==> config.mk <==
export PLATFORM = sky130hd
export DESIGN_NAME = covox_sd_dac
export DESIGN_NICKNAME = d
export VERILOG_FILES = /design/src/rtl/covox_sd_dac.sv
export SDC_FILE = /design/constraint.sdc
export NUM_CORES = 1
export LEC_CHECK = 0
export CORE_ASPECT_RATIO = 1.4
export CORE_MARGIN = 8
export CORE_UTILIZATION = 49
export CTS_BUF_LIST = sky130_fd_sc_hd__clkbuf_16
export DETAILED_ROUTE_END_ITERATION = 6
export PLACE_DENSITY = 0.76
export SETUP_SLACK_MARGIN = 0.3
export SLEW_MARGIN = 5
export SYNTH_ARGS = -nofsm -noshare
export SYNTH_HDL_FRONTEND = slang
export SYNTH_SLANG_ARGS = --single-unit
==> constraint.sdc <==
create_clock -name cpu_clock -period 3 [get_ports cpu_clock]
set_clock_uncertainty 0.1 [all_clocks]
set_input_delay 0.6 -clock cpu_clock [delete_from_list [all_inputs] [get_ports cpu_clock]]
set_output_delay 0.6 -clock cpu_clock [all_outputs]
set_load 0.1 [all_outputs]
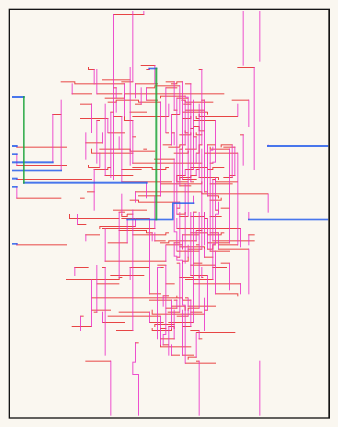
Figure 1: run 1, wiring by layer.
Drawn at 6 px/um.
[M2] magenta | wire length: 936 um
[M3] blue | wire length: 78.4 um
[M4] green | wire length: 39.4 um
[M1] red | wire length: 717 um
total routing usage reported by global routing: 0.109
final WL: 1770 um
count of vias placed by the detailed router: 630
Wirelength per Cell: 15.7 um

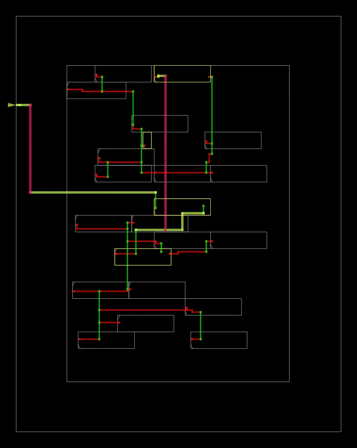
Figure 2: run 1, clock wiring as the flow saved it.
worst skew pair latency: 0.25 ns
sinks on the clock net: 18
total CTS buffers: 3
power consumed by the clock network: 0.268 mW

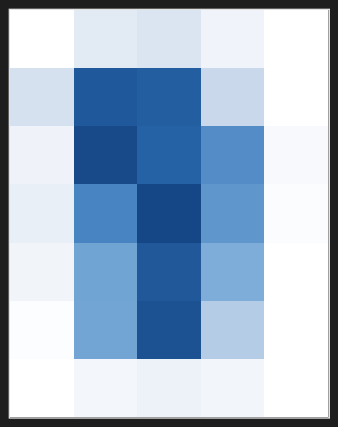
Figure 3: run 1, placement density heat map.
Drawn at 6 px/um. The die is cut into 5 by 7 equal tiles; white is low, dark blue is high, 0 to 100% covered.
tiles over 75% full: 20%
nearly empty tiles: 23%
mean over tiles: 31%
fullest tile: 91%
densest ninth of the die: center
Post-Route Utilization: 0.615
Initial Utilization: 0.502
Core Footprint: 1880 um^2

==> summary.txt, run 1 <==
Implementation numbers.

- The area taken by multi-input combinational cells is reported as 445 um^2.
- The reported max-cap violation count reads 0.
- The static leakage power is 0.527 nW.
- The weighted congestion reported at the end of routability-driven placement reads 0.697.
- Looking at the clock tree report, the H-tree level count equals 1.
- The synthesized netlist cell count is 77.
- The count of inserted antenna diode cells reads 0.
- The synthesis area per yosys is 942 um^2.
- The sort of element at the end of the critical path is a flip-flop.
- The average cell area after synthesis reads 12.2 um^2.
- The cell sitting at the root of the clock tree is a clkbuf_16.
- The placed standard-cell area reads ~1100 um^2.
- The number of warnings issued by yosys reads 0.
- The residual overflow from global routing is 0.
- The data arrival time of the worst path is roughly 2 ns.
- The switching power as a share of total power is 0.380.
- Sorting the synthesized cells by how often they occur yields 17 x dfrtp_1, 8 x ha_1, 8 x mux2_2, 5 x a21oi_1.
- The xor-xnor portion of the synthesized cell area is 0.0372.
- The switching component of the power reads roughly 0.46 mW.
- The clock transition at the registers of the reported paths is 0.05 ns.
- The headroom to the max-slew limit is 0.556.
- The number of synthesized flops with an enable pin is 0.
- Of all nets on the critical path, the largest fanout is 8.
- The total power after layout reads between 1 and 1.5 mW.
- In the layout the commonest cells are 17 x dfrtp_1, 13 x clkdlybuf4s50_1, 8 x mux2_2, 8 x ha_1, 5 x a21oi_1.
- The TritonCTS clock tree is done.
- The maximum root-to-sink buffer count is 2.
- Yosys mapped the design onto 28 distinct sky130hd cell types.
- The minimum period implied by the final worst setup slack is 2.03 ns.
- The detailed-routed wire length on met3 reads just under 80 um.
- The via-per-instance ratio is between 5 and 6.
- The pin closest to its max-slew limit shows a slew of around 0.67 ns.
- The maximum clock frequency reads 494 MHz.
- The flow ran to the end, and the final reports show no timing, DRC or antenna violations.
- The total of flip-flops plus latches after synthesis is 18.
- The floorplan step set the die height to 67.9 um.
## run 1: power groups by stage
stage	registers (mW)	logic [mW]	clock network, mW
after CTS	0.383	0.575	0.271
final	0.380	0.574	0.268
after global placement	0.383	0.527	0
after global routing	0.391	0.632	0.278
after floorplan	0.421	0.406	0
after detailed placement	0.387	0.563	0
## run 1: worst max-delay path: stages
cell and delay (ns):
clkdlybuf4s50_1 0.44, nor4b_4 0.29, and2b_1 0.35, mux2_2 0.38
## run 1: routing by layer
layer,track usage,up-vias
li1,-,300
met1,0.121,313
met2,0.178,13
met3,0.0391,4
met4,0.0570,0
met5,0,-
## run 1: final cells by class
cell class	count	area share
tap	21	0.0228
clock buffer	3	0.0650
sequential	18	0.391
timing repair buffer	14	0.119
inverter	4	0.0130
multi-input combinational	52	0.386
clock inverter	1	0.00325
==> inputs of run 2 (changes only) <==
- CORE_UTILIZATION: 49 -> 45
- PLACE_DENSITY: 0.76 -> 0.73
- clock period: 3 -> 1.6 ns (I/O delays scaled with it)
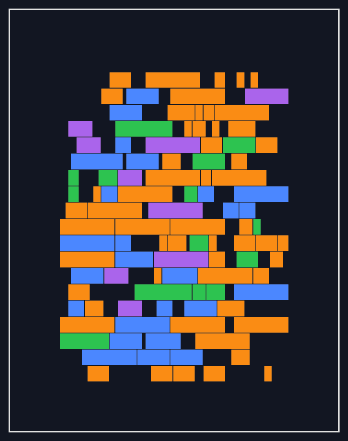
Figure 4: run 2, sizing map.
Drawn at 6 px/um.
[x2] green | cells: 14
[x6 and larger] purple | cells: 9
[x3 and x4] blue | cells: 25
[x1 and smaller] orange | cells: 55
layout-stage area growth over the synthesis result: 50.3%
Final WS setup: -0.0494 ns

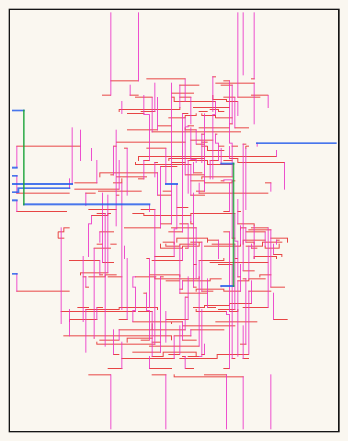
Figure 5: run 2, wiring by layer.
Drawn at 6 px/um.
[M2] magenta | wire length: 979 um
[M3] blue | wire length: 64.6 um
[M1] red | wire length: 817 um
[M4] green | wire length: 36.0 um
total routing usage reported by global routing: 0.110
count of vias placed by the detailed router: 648

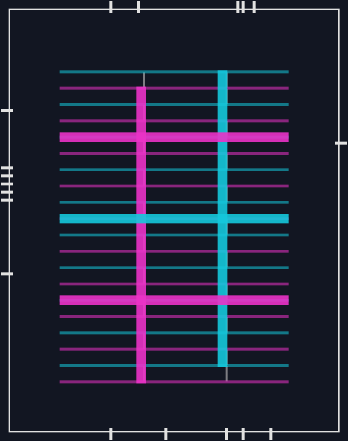
Figure 6: run 2, PDN straps and rails.
Drawn at 6 px/um. Pins as bars on the die edge. Tap cells in gray.
[VSS] magenta
[VDD] cyan
rows: 19
met4 straps: 2
met5 straps: 3
met1 rails: 20
Core Footprint: 1970 um^2
Vert. Die Dim: 70.1 um
peak supply drop: 0.00111 V
horizontal die size: 54.7 um

==> run 2 against run 1 <==
- the run now ends with setup timing left
- clock-buffer cell count did not move
- global-route usage rose by 0.11 points
- first-iteration DRC count up 69%
- sequential share of layout area shrank 7.1 points
- critical path depth grew 2
- routed wire length up 7.1%
- die area grew 6.5%
- combinational power went up to 2.7 times the previous value
- clock power increased by 82%
- largest cell class is now logic gates
==> summary.txt, run 2 <==
Implementation numbers.

- After layout, the worst setup slack is -0.0494 ns.
- The number of unique standard cell types used by synthesis reads 28.
- The script logs the ratio of routed vias to standard cells as around 5.2.
- The H-tree depth reported by CTS reads 1.
- The total clock buffers created by CTS reads 3.
- Among all stages on the critical path, the maximum delay recorded is 0.40 ns.
- The total number of clock tree sinks reads 18.
- Counting the warning lines in the Yosys log gives 0.
- The switching portion of total power comes to 0.373.
- The slowest cell on the critical path reads dfrtp_1.
- The maximum clock frequency reads 606 MHz.
- The power of the sequential group is a little under 0.8 mW.
- The detailed-routed wire length on met3 reads 64 um.
- Per the CTS log, the buffer count on the longest clock path is 2.
- The minimum period implied by the final worst setup slack reads 1.65 ns.
- The timing report notes that buffer and inverter cells on the critical path total 0.
- After its last routability iteration, the placer logged a weighted congestion of 0.699.
- After clock tree synthesis, the clock-pin slew on the worst setup and hold paths is approximately 0.05 ns.
- The total of flip-flops plus latches after synthesis is 18.
- The number of nets in the finished design is 127.
- The final power report lists total power as 2.82 mW.
- The most heavily used metal layer in global routing reads met2.
- The maximum net fanout on the critical path is 2.
- The clock tree root driver cell reads clkbuf_16.
- The library cells used most frequently in the layout, excluding fill and tap cells, are 16 x dfrtp_1, 9 x clkdlybuf4s50_1, 8 x mux2_4, 8 x buf_4.
- The critical path goes through ha_4 -> fa_2 -> a21oi_4 -> nor2_2 -> nor2_2 -> xnor2_1.
- 0 antenna diodes ended up in the layout.
- The total stage count of the critical path is 6.
- The routed wirelength normalized by instance count is 15.3 um.
- The count of endpoints failing setup in the final report is 3.
- The leakage component of the power was reported as around 0.63 nW.
- The most repeated library cell on the critical path is nor2_2.
- The final cell utilization of the core is 0.718.
- The data arrival time of the worst path reads about 1.7 ns.
- STA classifies the critical path endpoint as a flip-flop.
- The combinational cell power reads 1.56 mW.
- The final reports fail on setup timing.
- The reported clock group power reads 0.489 mW.
- The global-route track usage on met3 is 0.0318.
- The flow ran to the end, but the final reports show violations.
- The number of synthesized flops with an enable pin is 0.
- The average cell area after synthesis is 12.2 um^2.
- TritonCTS built the clock tree.
- Ranked by instance count, the synthesized netlist is headed by 17 x dfrtp_1, 8 x ha_1, 8 x mux2_2, 5 x a21oi_1.
- The power per cell area is 1990 nW/um^2.
- On the critical path the largest part of the delay comes from adder cells.
- The global routing usage on met2 reads 0.169.
## run 2: cell counts after synthesis
No cell type changed its count.
## run 2: final cells by class
cell class | instances | share of cell area
clock buffer | 3 | 0.0530
clock inverter | 1 | 0.00265
tap | 21 | 0.0186
multi-input combinational | 52 | 0.428
timing repair buffer | 25 | 0.167
inverter | 4 | 0.0106
sequential | 18 | 0.320
## run 2: logic make-up after synthesis
group                      Yosys count  synth area share
xor gates and xnor gates             4            0.0372
buffers and inverters                8            0.0518
AOI/OAI and AO/OA                   13            0.0956
adders and majority gates            9             0.127
DFF                                 18             0.479
other                                2           0.00797
and+or+nand+nor                     14            0.0943
muxes                                9             0.106
Power and IR drop assume default switching activity.
